`src/rtl/rv32i_instr_encoder.sv`:
```
// rv32i_instr_encoder: packs decoded RV32I fields into instruction words.
// Two-stage valid/ready pipeline; illegal commands become NOP with out_err.

package rv32i_enc_pkg;

  localparam logic [2:0] FMT_R = 3'd0;
  localparam logic [2:0] FMT_I = 3'd1;
  localparam logic [2:0] FMT_S = 3'd2;
  localparam logic [2:0] FMT_B = 3'd3;
  localparam logic [2:0] FMT_U = 3'd4;
  localparam logic [2:0] FMT_J = 3'd5;

  localparam logic [31:0] NOP = 32'h0000_0013;

  typedef struct packed {
    logic [2:0]  fmt;
    logic [6:0]  op;
    logic [4:0]  rd;
    logic [4:0]  rs1;
    logic [4:0]  rs2;
    logic [2:0]  f3;
    logic [6:0]  f7;
    logic [31:0] imm;
    logic [31:0] addr;
    logic        legal;
  } s1_t;

  typedef struct packed {
    logic [31:0] instr;
    logic [31:0] addr;
    logic        err;
  } s2_t;

endpackage

module rv32i_instr_encoder
  import rv32i_enc_pkg::*;
#(
  parameter logic [31:0] RESET_ADDR = 32'h0000_0000
) (
  input  logic        clk,
  input  logic        rst,
  input  logic        in_valid,
  output logic        in_ready,
  input  logic [2:0]  in_fmt,
  input  logic [6:0]  in_opcode,
  input  logic [4:0]  in_rd,
  input  logic [4:0]  in_rs1,
  input  logic [4:0]  in_rs2,
  input  logic [2:0]  in_funct3,
  input  logic [6:0]  in_funct7,
  input  logic [31:0] in_imm,
  input  logic        addr_load,
  input  logic [31:0] addr_value,
  output logic        out_valid,
  input  logic        out_ready,
  output logic [31:0] out_instr,
  output logic [31:0] out_addr,
  output logic        out_err,
  output logic [15:0] err_cnt
);

  localparam logic [31:0] BASE = {RESET_ADDR[31:2], 2'b00};

  logic        s1_valid;
  logic        s2_valid;
  logic        s2_free;
  logic        s1_adv;
  logic        in_fire;
  logic        out_fire;
  s1_t         s1_q;
  s1_t         s1_d;
  s2_t         s2_q;
  s2_t         s2_d;
  logic [31:0] ctr;
  logic [31:0] load_a;
  logic [31:0] word_a;
  logic        fit12;
  logic        fit13;
  logic        fit21;
  logic        lo12_zero;
  logic        legal;
  logic        addr_lsb_unused;

  assign s2_free  = !s2_valid || out_ready;
  assign s1_adv   = s1_valid && s2_free;
  assign in_ready = !s1_valid || s2_free;
  assign in_fire  = in_valid && in_ready;
  assign out_fire = s2_valid && out_ready;

  assign out_valid = s2_valid;
  assign out_instr = s2_q.instr;
  assign out_addr  = s2_q.addr;
  assign out_err   = s2_q.err;

  // signed n-bit fit: every bit from n-1 upward equals the sign
  assign fit12 = (&in_imm[31:11]) || (~|in_imm[31:11]);
  assign fit13 = (&in_imm[31:12]) || (~|in_imm[31:12]);
  assign fit21 = (&in_imm[31:20]) || (~|in_imm[31:20]);
  assign lo12_zero = ~|in_imm[11:0];

  always_comb begin
    legal = 1'b0;
    unique case (in_fmt)
      FMT_R:   legal = 1'b1;
      FMT_I:   legal = fit12;
      FMT_S:   legal = fit12;
      FMT_B:   legal = fit13 && !in_imm[0];
      FMT_U:   legal = lo12_zero;
      FMT_J:   legal = fit21 && !in_imm[0];
      default: legal = 1'b0;
    endcase
  end

  assign load_a = {addr_value[31:2], 2'b00};
  assign word_a = addr_load ? load_a : ctr;
  assign addr_lsb_unused = ^addr_value[1:0];

  always_comb begin
    s1_d       = '0;
    s1_d.fmt   = in_fmt;
    s1_d.op    = in_opcode;
    s1_d.rd    = in_rd;
    s1_d.rs1   = in_rs1;
    s1_d.rs2   = in_rs2;
    s1_d.f3    = in_funct3;
    s1_d.f7    = in_funct7;
    s1_d.imm   = in_imm;
    s1_d.addr  = word_a;
    s1_d.legal = legal;
  end

  always_comb begin
    s2_d       = '0;
    s2_d.addr  = s1_q.addr;
    s2_d.err   = !s1_q.legal;
    s2_d.instr = NOP;
    if (s1_q.legal) begin
      unique case (s1_q.fmt)
        FMT_R: s2_d.instr = {s1_q.f7, s1_q.rs2, s1_q.rs1,
                             s1_q.f3, s1_q.rd, s1_q.op};
        FMT_I: s2_d.instr = {s1_q.imm[11:0], s1_q.rs1,
                             s1_q.f3, s1_q.rd, s1_q.op};
        FMT_S: s2_d.instr = {s1_q.imm[11:5], s1_q.rs2, s1_q.rs1,
                             s1_q.f3, s1_q.imm[4:0], s1_q.op};
        FMT_B: s2_d.instr = {s1_q.imm[12], s1_q.imm[10:5],
                             s1_q.rs2, s1_q.rs1, s1_q.f3,
                             s1_q.imm[4:1], s1_q.imm[11], s1_q.op};
        FMT_U: s2_d.instr = {s1_q.imm[31:12], s1_q.rd, s1_q.op};
        FMT_J: s2_d.instr = {s1_q.imm[20], s1_q.imm[10:1],
                             s1_q.imm[11], s1_q.imm[19:12],
                             s1_q.rd, s1_q.op};
        default: s2_d.instr = NOP;
      endcase
    end
  end

  always_ff @(posedge clk) begin
    if (rst) begin
      ctr <= BASE;
    end else if (in_fire) begin
      ctr <= word_a + 32'd4;
    end else if (addr_load) begin
      ctr <= load_a;
    end
  end

  always_ff @(posedge clk) begin
    if (rst) begin
      s1_valid <= 1'b0;
      s1_q     <= '0;
    end else begin
      if (in_fire) begin
        s1_valid <= 1'b1;
        s1_q     <= s1_d;
      end else if (s1_adv) begin
        s1_valid <= 1'b0;
      end
    end
  end

  always_ff @(posedge clk) begin
    if (rst) begin
      s2_valid <= 1'b0;
      s2_q     <= '0;
    end else begin
      if (s1_adv) begin
        s2_valid <= 1'b1;
        s2_q     <= s2_d;
      end else if (out_ready) begin
        s2_valid <= 1'b0;
      end
    end
  end

  always_ff @(posedge clk) begin
    if (rst) begin
      err_cnt <= '0;
    end else if (out_fire && s2_q.err && (err_cnt != 16'hFFFF)) begin
      err_cnt <= err_cnt + 16'd1;
    end
  end

endmodule

```
`config.mk`:
```
export PLATFORM = sky130hd
export DESIGN_NAME = rv32i_instr_encoder
export DESIGN_NICKNAME = d
export VERILOG_FILES = /design/src/rtl/rv32i_instr_encoder.sv
export SDC_FILE = /design/constraint.sdc
export NUM_CORES = 1
export LEC_CHECK = 0
export CAP_MARGIN = 20
export CELL_PAD_IN_SITES_DETAIL_PLACEMENT = 1
export CELL_PAD_IN_SITES_GLOBAL_PLACEMENT = 1
export CORE_MARGIN = 2
export CORE_UTILIZATION = 50
export DETAILED_ROUTE_END_ITERATION = 7
export DONT_BUFFER_PORTS = 1
export MAX_ROUTING_LAYER = met4
export PLACE_DENSITY = 0.81
export SLEW_MARGIN = 30
export SYNTH_ARGS = -nofsm -noshare
export SYNTH_HDL_FRONTEND = slang
export SYNTH_SLANG_ARGS = --single-unit
```
`constraint.sdc`:
```
create_clock -name clk -period 4.87 [get_ports clk]
set_input_delay 1.2175 -clock clk [delete_from_list [all_inputs] [get_ports clk]]
set_output_delay 1.2175 -clock clk [all_outputs]
set_load 0.03 [all_outputs]
```
Fig. 1: run 1, track usage over the die
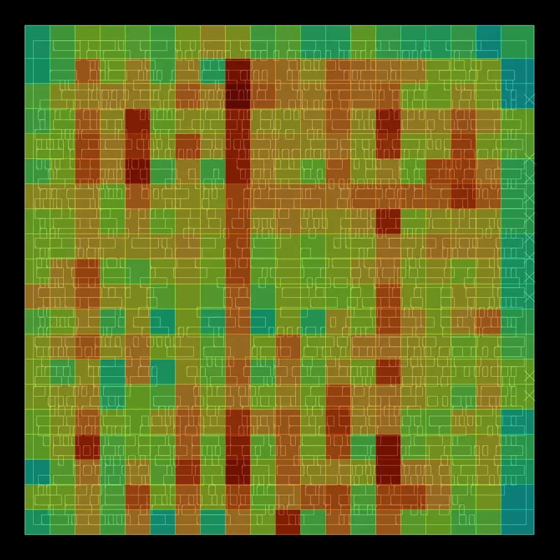
total track usage: 27.0%
fin util: 56.3%
GR met2 Demand/Resource: 42.5%
routed length per placed instance: 19.9 um

Fig. 2: run 1, sizing map
Drawn at 3 px/um.
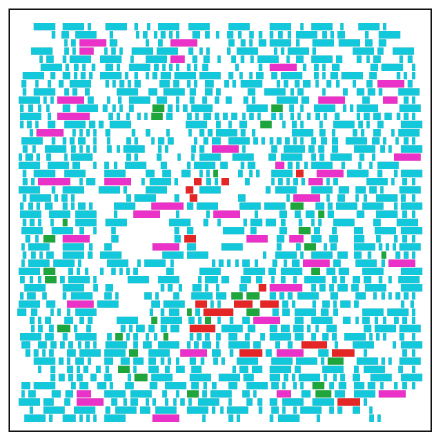
| colour | size | cells |
|---|---|---|
| green | drive 2 | 31 |
| red | drive 3 to 4 | 16 |
| cyan | drive 1 or less | 1012 |
| magenta | drive 6 and up | 38 |
area delta synth->final: 9.73%
fin area: 10200 um^2

Fig. 3: run 1, logic cells by family
Drawn at 3 px/um.
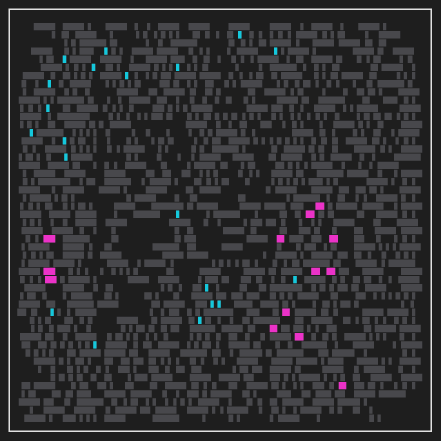
| colour | family | cells |
|---|---|---|
| cyan | inverters | 20 |
| magenta | AND-OR and OR-AND gates | 13 |
Commonest Layout Cell: nand2_1
logic share of the area: 44.7%

==> impl_metrics.json, run 1 <==
{
  "status": "finished, violations left",
  "violations": "DRC",
  "yosys_warnings": 0,
  "leakage_nw": 3.68,
  "cts_setup_buffers": 0,
  "gp_congestion": 0.798,
  "finalMaxSlewViolations": 0,
  "async_reset_ff_share_pct": 0,
  "initCoreUtil_pct": 51.3,
  "cp_top_family": "simple AND/OR/NAND/NOR gates",
  "ios": 187,
  "p_per_area_nw_per_um2": 410,
  "grt_remaining_overflow": 0,
  "fmax_mhz": 317,
  "rows": 49,
  "xor_share_pct": 2.36,
  "viasPerCell": 5.92,
  "hp-class": "reg2reg",
  "aoi_share_pct": 18.1,
  "syn-num-nets": 1229,
  "setup.worst_path.class": "in2out",
  "largest_reg_flops": 100,
  "nMultiInputCombCells": 809,
  "grt_pass1_vias": 8017,
  "fill_cells": 2184,
  "synth.distinct_cells": 62,
  "yosys_register_bits": 215,
  "synthCells": 1123,
  "p_sw_w": 0.000973,
  "yosys_area_um2": 9270,
  "synthFlopType": "dfxtp_1",
  "antenna_found_initial": 0,
  "period_needed_ns": 3.15,
  "crit_path_top_delay_cell": "and3b_1",
  "internal_power_w": 0.00320,
  "vias": 7855,
  "slew_headroom_pct": 35.7,
  "fin_tns_setup_ns": 0,
  "seq-cell-share_pct": 42.3,
  "dieWidth_um": 140,
  "comb_power_share_pct": 6.1,
  "yosysTopAreaCell": "dfxtp_1",
  "hold_viol_final": 0,
  "synthTopCellsByCount": "250 x nand2_1, 215 x dfxtp_1, 128 x a21oi_1",
  "hold_buffers": 0,
  "cts.htree.levels": 1,
  "ant_nets": 0,
  "path_cells": "and3b_1, inv_1",
  "largest_register": "s1_q",
  "nonClkBufAreaFrac_pct": 0.639,
  "drc": 11,
  "hpwl_mm": 17.2,
  "top_area_share_pct": 46.4,
  "routed_wl_mm": 26.4,
  "cts_inserted_buffers": 25,
  "clock_latency_ns": 0.52,
  "clk_pin_slew_ns": 0.06,
  "cts_resized": 0,
  "grt_pass1_wl_mm": 42.2,
  "largestClassByArea": "combinational gates",
  "clk_path_buf_depth": 3,
  "critPathMaxStageDelay_ns": 0.43,
  "pwr-share-clk_pct": 48.0,
  "worstMarginPinSlew_ns": 0.960,
  "simple_gate_area_share_pct": 23.9,
  "antenna_cells": 0,
  "syn_area_per_cell_um2": 8.26,
  "n_all_inverters": 20,
  "drtIter0Drc": 548,
  "port-buffer-count": 0,
  "area_leaders": "dfxtp_1 46%, nand2_1 10%, a21oi_1 6.9%",
  "grt_max_degree": 213,
  "nWellTaps": 229,
  "lay_top_cells": "248 x nand2_1, 215 x dfxtp_1, 128 x a21oi_1",
  "cp-end-kind": "primary output",
  "whs_ns": 0.453,
  "finalCritPeriodShare_pct": 64.7,
  "logic_family": "simple AND/OR/NAND/NOR gates",
  "cts_tree": "yes",
  "critPathArrivalTime_ns": 1.93,
  "maxCapViolations": 0,
  "warnings": 30,
  "netlist_area_um2": 9270,
  "start_kind": "input port",
  "synthMuxAreaShare_pct": 4.34,
  "logic_area_um2": 4550,
  "edf_count": 0,
  "skew_ns": 0.0123,
  "clk_share_pct": 8.76,
  "ys_cells": 1123,
  "seq_cells": 215,
  "pwr-share-seq_pct": 45.9,
  "cts.sinks": 215,
  "vdd_drop_max_mv": 0.274,
  "regArea_um2": 4300,
  "signal_buffers": 7,
  "worstPathRequired_ns": 3.65,
  "cts_root_buffer": "clkbuf_16",
  "cp_max_fo": 6,
  "die_h_um": 140,
  "first_pass_iters": 8,
  "nNetsFinal": 1184,
  "top_cell": "nand2_1",
  "die_area_um2": 19700,
  "switching_share_pct": 23.3,
  "finalSetupViolCount": 0,
  "synth_seq_share_pct": 46.4
}
run 1: power by group through the flow:
stage | sequential, W | clock (W) | combinational (W)
global placement | 0.00195 | 0 | 0.000243
detailed placement | 0.00195 | 0 | 0.000254
global route | 0.00192 | 0.00210 | 0.000290
finish | 0.00191 | 0.00200 | 0.000255
CTS | 0.00191 | 0.00203 | 0.000257
floorplan | 0.00193 | 0 | 0.000239
run 1: layer usage:
metal | share of wire [%] | up-vias | GRT usage, %
li1 | - | 3807 | -
met1 | 44 | 3806 | 34.4
met2 | 46 | 198 | 42.5
met3 | 8.2 | 44 | 7.83
met4 | 2.4 | 0 | 6.96
met5 | 0 | - | -
run 1: worst register-to-register path, delay by kind of cell, from the launching register on:
kind	cells	cell delay, ns
and+or+nand+nor	3	1.36
buffers and inverters	2	0.69
DFF	1	0.61
AOI/OAI and AO/OA	1	0.16
run 1: stage by stage:
step	cells	worst slack, ns	utilization (%)	total power [W]	area, um^2
3_3_place_gp	1280	1.46	51.3	0.00219	9280
4_1_cts	1326	1.71	56.3	0.00420	10200
3_5_place_dp	1280	1.43	51.3	0.00221	9280
2_1_floorplan	1123	1.56	-	0.00217	9270
6_report	1326	1.72	56.3	0.00417	10200
5_1_grt	1326	1.68	56.3	0.00431	10200
run 1: final timing paths:
kind                            cells after the start                       end  slack (ns)                    from
worst max-delay path                                2                  in_ready        1.72               out_ready
worst min-delay path                                2  out_addr[5]$_SDFFE_PP0P_        0.45    s1_q[6]$_SDFFE_PP0P_
worst max register to register                      6     s1_q[85]$_SDFFE_PP0P_        1.99  out_valid$_SDFFE_PP0P_
worst min register to register                      2  out_addr[5]$_SDFFE_PP0P_        0.45    s1_q[6]$_SDFFE_PP0P_
==> inputs of run 2 (changes only) <==
- CORE_UTILIZATION: 50 -> 47
- PLACE_DENSITY: 0.81 -> 0.77
- clock period: 4.87 -> 3.2 ns (I/O delays scaled with it)
Fig. 4: run 2, sizing map
Drawn at 3 px/um.
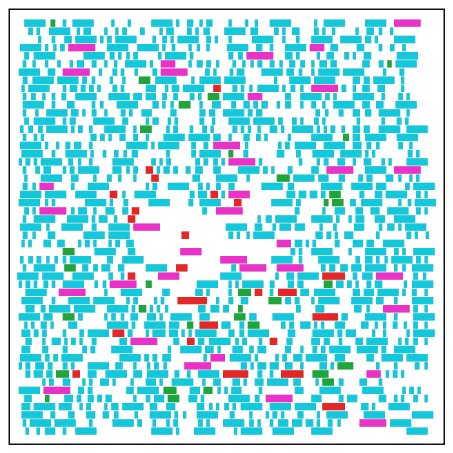
Non-clk bufs: 17
fin worst setup slack: 0.562 ns
area delta synth->final: 10.0%
fin area: 10200 um^2

==> impl_metrics.json, run 2 <==
{
  "p_per_area_nw_per_um2": 588,
  "syn-num-nets": 1229,
  "maxCapViolations": 0,
  "hold_buffers": 0,
  "synthFlopType": "dfxtp_1",
  "clk_path_buf_depth": 3,
  "power_w": 0.00600,
  "cts_inserted_buffers": 25,
  "finalMaxSlewViolations": 0,
  "viasPerCell": 5.68,
  "setup.worst_path.class": "reg2out",
  "nWellTaps": 265,
  "place_area_um2": 9420,
  "lay_top_cells": "248 x nand2_1, 215 x dfxtp_1, 128 x a21oi_1",
  "hp-class": "in2reg",
  "netlist_area_um2": 9270,
  "finalCritPeriodShare_pct": 82.5,
  "yosysTopAreaCell": "dfxtp_1",
  "p_sw_w": 0.00145,
  "synth_seq_share_pct": 46.4,
  "ios": 187,
  "ys_cells": 1123,
  "leakage_nw": 3.69,
  "rows": 51,
  "top_cell": "nand2_1",
  "initCoreUtil_pct": 47.8,
  "die_h_um": 144,
  "hold_viol_final": 0,
  "period_needed_ns": 2.64,
  "internal_power_w": 0.00455,
  "async_reset_ff_share_pct": 0,
  "switching_share_pct": 24.1,
  "crit_path_top_delay_cell": "dfxtp_1",
  "finalSetupViolCount": 0,
  "hold_start": "rst",
  "grt_remaining_overflow": 0,
  "antenna_found_initial": 0,
  "worstMarginPinSlew_ns": 0.837,
  "cts_resized": 0,
  "regToRegEndpoint": "s1_q[49]$_SDFFE_PP0P_",
  "cp-end-kind": "primary output",
  "synthCells": 1123,
  "cts_root_buffer": "clkbuf_16",
  "seq_cells": 215,
  "synthTopCellsByCount": "250 x nand2_1, 215 x dfxtp_1, 128 x a21oi_1",
  "drc": 0,
  "antenna_cells": 0,
  "reg2reg_slack_ns": 0.84,
  "largestClassByArea": "combinational gates",
  "hold_depth": 1,
  "pwr-share-seq_pct": 48.5,
  "top_area_share_pct": 46.4,
  "critPathMaxStageDelay_ns": 0.57,
  "edf_count": 0,
  "synth.distinct_cells": 62,
  "n_all_inverters": 20,
  "largest_reg_flops": 100,
  "routed_wl_mm": 25.9,
  "dpl_worst_slack_ns": 0.596,
  "gp_congestion": 0.778,
  "pwr-share-clk_pct": 44.8,
  "startpoint": "out_valid$_SDFFE_PP0P_",
  "port-buffer-count": 0,
  "vias": 7779,
  "fin_cells": 1370,
  "fmax_mhz": 379,
  "dp_cells": 1326,
  "worstPathRequired_ns": 2.40,
  "seq-cell-share_pct": 42.2,
  "rr_worst_depth": 6,
  "area_leaders": "dfxtp_1 46%, nand2_1 10%, a21oi_1 6.9%",
  "logic_area_um2": 4550,
  "grt_pass1_vias": 7899,
  "status": "finished clean"
}
Fig. 5: run 2, track usage over the die
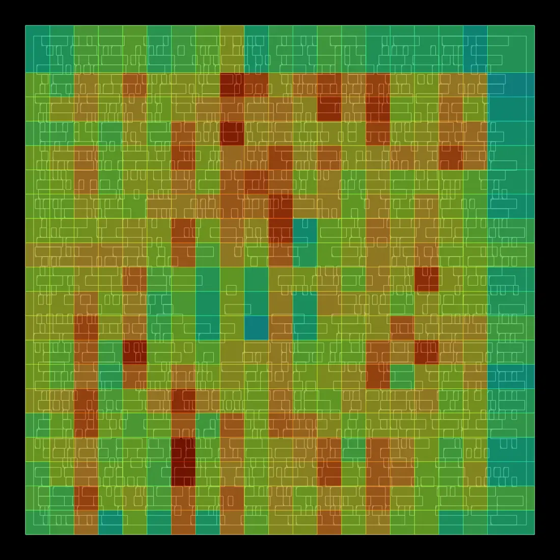
GR met2 Demand/Resource: 39.7%
routed length per placed instance: 18.9 um
GR Layer Usage met3: 7.52%
total track usage: 25.2%

[run 2: worst max path at each step]
stage / slack (ns) / end
2_1_floorplan: 0.30 / ctr[26]$_SDFF_PP0_
3_3_place_gp: 0.63 / ctr[18]$_SDFF_PP0_
3_5_place_dp: 0.60 / ctr[18]$_SDFF_PP0_
4_1_cts: 0.53 / in_ready
5_1_grt: 0.43 / in_ready
6_report: 0.56 / in_ready
[run 2: metal layers]
layer	GRT usage, %	vias to the layer above	part of all wire [%]
met1	32.3	3748	45
met4	4.91	0	1.4
met5	-	-	0
met2	39.7	165	46
li1	-	3835	-
met3	7.52	31	7.5
[run 2: power by group through the flow]
stage | Sequential [W] | Clock (W) | Combinational (W)
finish | 0.00291 | 0.00268 | 0.000407
detailed placement | 0.00296 | 0 | 0.000407
global placement | 0.00296 | 0 | 0.000390
CTS | 0.00290 | 0.00274 | 0.000412
floorplan | 0.00294 | 0 | 0.000364
global route | 0.00292 | 0.00285 | 0.000462
[run 2: logic make-up after synthesis]
kind of cell,Yosys count,synth area share [%]
simple gates,477,23.9
compound gates,266,18.1
flops,215,46.4
buf+inv,99,4.67
mux,39,4.34
xor+xnor,25,2.36
fa+ha+maj,2,0.270
[run 2: critical path: cells and delay by family (launching register included)]
family	cells	cell delay (ns)
simple gates	1	0.47
flops	1	0.57
buf+inv	1	0.30
[run 2: through the flow]
stage	hold WS [ns]	utilization [%]
global placement	0.434	48.6
CTS	0.353	52.6
finish	0.369	52.6
detailed placement	0.439	48.6
floorplan	0.432	-
global route	0.358	52.6
==> inputs of run 3 (changes only) <==
- clock period: 3.2 -> 2.7 ns (I/O delays scaled with it)
Fig. 6: run 3, signal wires on met2
Drawn at 2 px/um.
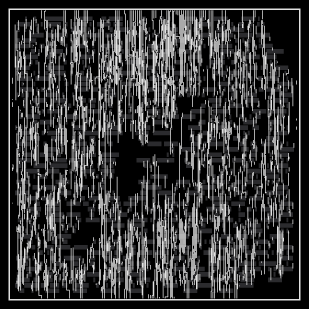
share of all routed wire: 45%
longest straight run: 47.1 um
wire length on this layer: 11900 um
nets with wire on the layer: 996

==> impl_metrics.json, run 3 <==
{
  "pwr-share-seq_pct": 48.8,
  "clock_latency_ns": 0.52,
  "initCoreUtil_pct": 47.8,
  "worstMarginPinSlew_ns": 0.507,
  "warnings": 33,
  "cts.htree.levels": 1,
  "status": "finished clean",
  "die_h_um": 144,
  "grt_pass1_vias": 7805,
  "top_layer": "met4",
  "postLayoutCoreUtil_pct": 52.8,
  "switching_share_pct": 24.0,
  "critical_path.endpoint": "in_ready",
  "cts_setup_buffers": 0,
  "ios": 187,
  "die_area_um2": 20900,
  "port-buffer-count": 0,
  "crit_path_top_delay_cell": "and3b_1",
  "cp-end-kind": "primary output",
  "area_growth_pct": 10.4,
  "fmax_mhz": 407,
  "cts_resized": 0,
  "use_met2_pct": 39.1,
  "hold_start": "rst",
  "reg2reg_slack_ns": 0.67,
  "yosysTopAreaCell": "dfxtp_1",
  "core_area_um2": 19400,
  "hpwl_mm": 17.3,
  "synthCells": 1123,
  "busiest_layer": "met2",
  "finalSetupViolCount": 0,
  "vias": 7871,
  "slew_headroom_pct": 65.8,
  "hold_depth": 1,
  "grt_remaining_overflow": 0,
  "synth.distinct_cells": 62,
  "cts.sinks": 215,
  "routed_wl_mm": 26.2,
  "synth_seq_share_pct": 46.4,
  "dpl_worst_slack_ns": 0.343,
  "path_cells": "buf_4, and3b_1, inv_1, buf_4",
  "wl_met1_mm": 11.7,
  "synthTopCellsByCount": "250 x nand2_1, 215 x dfxtp_1, 128 x a21oi_1",
  "syn-num-nets": 1229,
  "cts_inserted_buffers": 24,
  "ys_cells": 1123,
  "finalCritPeriodShare_pct": 91.1,
  "worstPathRequired_ns": 2.03,
  "maxCapViolations": 0,
  "yosys_area_um2": 9270,
  "yosys_register_bits": 215,
  "cts_root_buffer": "clkbuf_16",
  "nNetsFinal": 1200,
  "layout-drive-gt1-share_pct": 8.57,
  "clk_path_buf_depth": 3,
  "cp_num_buf_inv": 3,
  "hold_buffers": 0,
  "start_kind": "register",
  "regToRegEndpoint": "ctr[31]$_SDFF_PP0_",
  "power_w": 0.00705,
  "r2r_start": "out_valid$_SDFFE_PP0P_",
  "netlist_area_um2": 9270,
  "setup_ws_ns": 0.240,
  "p_sw_w": 0.00169,
  "syn_area_per_cell_um2": 8.26,
  "ant_nets": 0,
  "top_area_share_pct": 46.4,
  "hp-class": "in2reg",
  "antenna_found_initial": 1,
  "lay_top_cells": "247 x nand2_1, 215 x dfxtp_1, 128 x a21oi_1",
  "skew_ns": 0.0113,
  "critPathMaxStageDelay_ns": 0.47,
  "finalMaxSlewViolations": 0,
  "p_per_area_nw_per_um2": 689,
  "cp_top_family": "buffers and inverters",
  "hold_viol_final": 0,
  "setup.worst_path.class": "reg2out",
  "cp.depth": 4,
  "mostFrequentLayoutCell": "nand2_1",
  "startpoint": "out_valid$_SDFFE_PP0P_",
  "edf_count": 0,
  "grt_pass1_wl_mm": 40.9,
  "largest_reg_flops": 100,
  "drc": 0,
  "viasPerCell": 5.72,
  "area_leaders": "dfxtp_1 46%, nand2_1 10%, a21oi_1 6.9%",
  "leakage_nw": 3.70,
  "whs_ns": 0.249,
  "pwr-share-clk_pct": 44.3,
  "dr_wl_met2_mm": 11.9,
  "synthFlopType": "dfxtp_1",
  "cts_tree": "yes",
  "clk_pin_slew_ns": 0.05,
  "rows": 51,
  "async_reset_ff_share_pct": 0,
  "met3_length_mm": 2.04,
  "holdPathEnd": "out_addr[5]$_SDFFE_PP0P_",
  "cp_max_fo": 6,
  "internal_power_w": 0.00536,
  "rr_worst_depth": 6,
  "avgRoutedWirePerCell_um": 19.1,
  "gp_congestion": 0.775,
  "top_cell": "nand2_1",
  "period_needed_ns": 2.46,
  "grt_usage_pct": 25.2,
  "first_pass_iters": 5
}
Fig. 7: run 3, track usage over the die
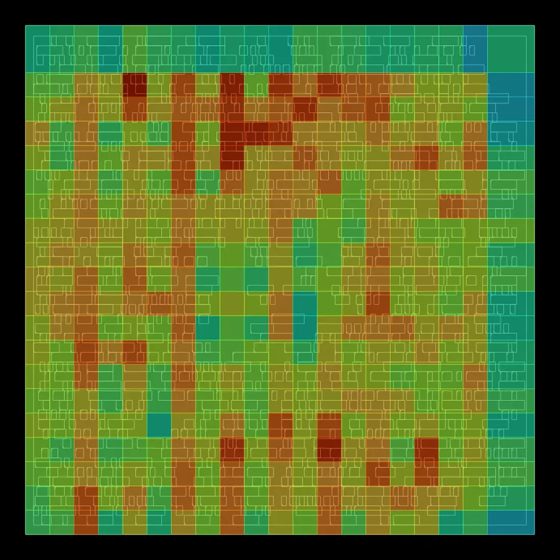
GR Layer Usage met3: 7.09%
M1 GR Usage: 32.4%

==> run 3: cell types whose count changed in the layout (fill, tap and decap cells not counted), sizes merged <==
| cell | change |
|---|---|
| buf | +7 |
| diode | +1 |
| clkinv | -4 |
| clkbuf | +1 |
==> run 3: cells by family (layout without fill, tap and decap cells) <==
kind of cell,after synthesis,in the layout,share of synthesized area (%)
AND/OR/NAND/NOR,477,477,23.9
AND-OR/OR-AND,266,266,18.1
flip-flops,215,215,46.4
buffers and inverters,99,85,4.67
multiplexers,39,39,4.34
XOR/XNOR,25,25,2.36
adder cells (fa/ha/maj),2,2,0.270
other,0,1,0
==> run 3: per-stage QoR <==
step	TNS (ns)	cells	cell area, um^2
3_5_place_dp	0	1333	9490
5_1_grt	0	1375	10200
6_report	0	1375	10200
3_3_place_gp	0	1333	9490
4_1_cts	0	1374	10200
2_1_floorplan	-0.0213	1123	9280
==> run 3: power groups by stage <==
| stage | clock (W) | sequential [W] | combinational (W) |
|---|---|---|---|
| 3_5_place_dp | 0 | 0.00351 | 0.000483 |
| 6_report | 0.00313 | 0.00345 | 0.000483 |
| 2_1_floorplan | 0 | 0.00348 | 0.000434 |
| 5_1_grt | 0.00332 | 0.00346 | 0.000544 |
| 3_3_place_gp | 0 | 0.00351 | 0.000466 |
| 4_1_cts | 0.00319 | 0.00344 | 0.000487 |
==> run 3: layout make-up <==
class | instances | area (um^2)
clock inverters | 2 | 10.0
multi-input cells | 809 | 4560
flip-flops and latches | 215 | 4300
repair buffers | 24 | 218
clock buffers | 39 | 738
inverters | 20 | 75.1
fillers | 2357 | 9160
diodes | 1 | 2.50
well taps | 265 | 332
Power is estimated from default activity; no workload was simulated.
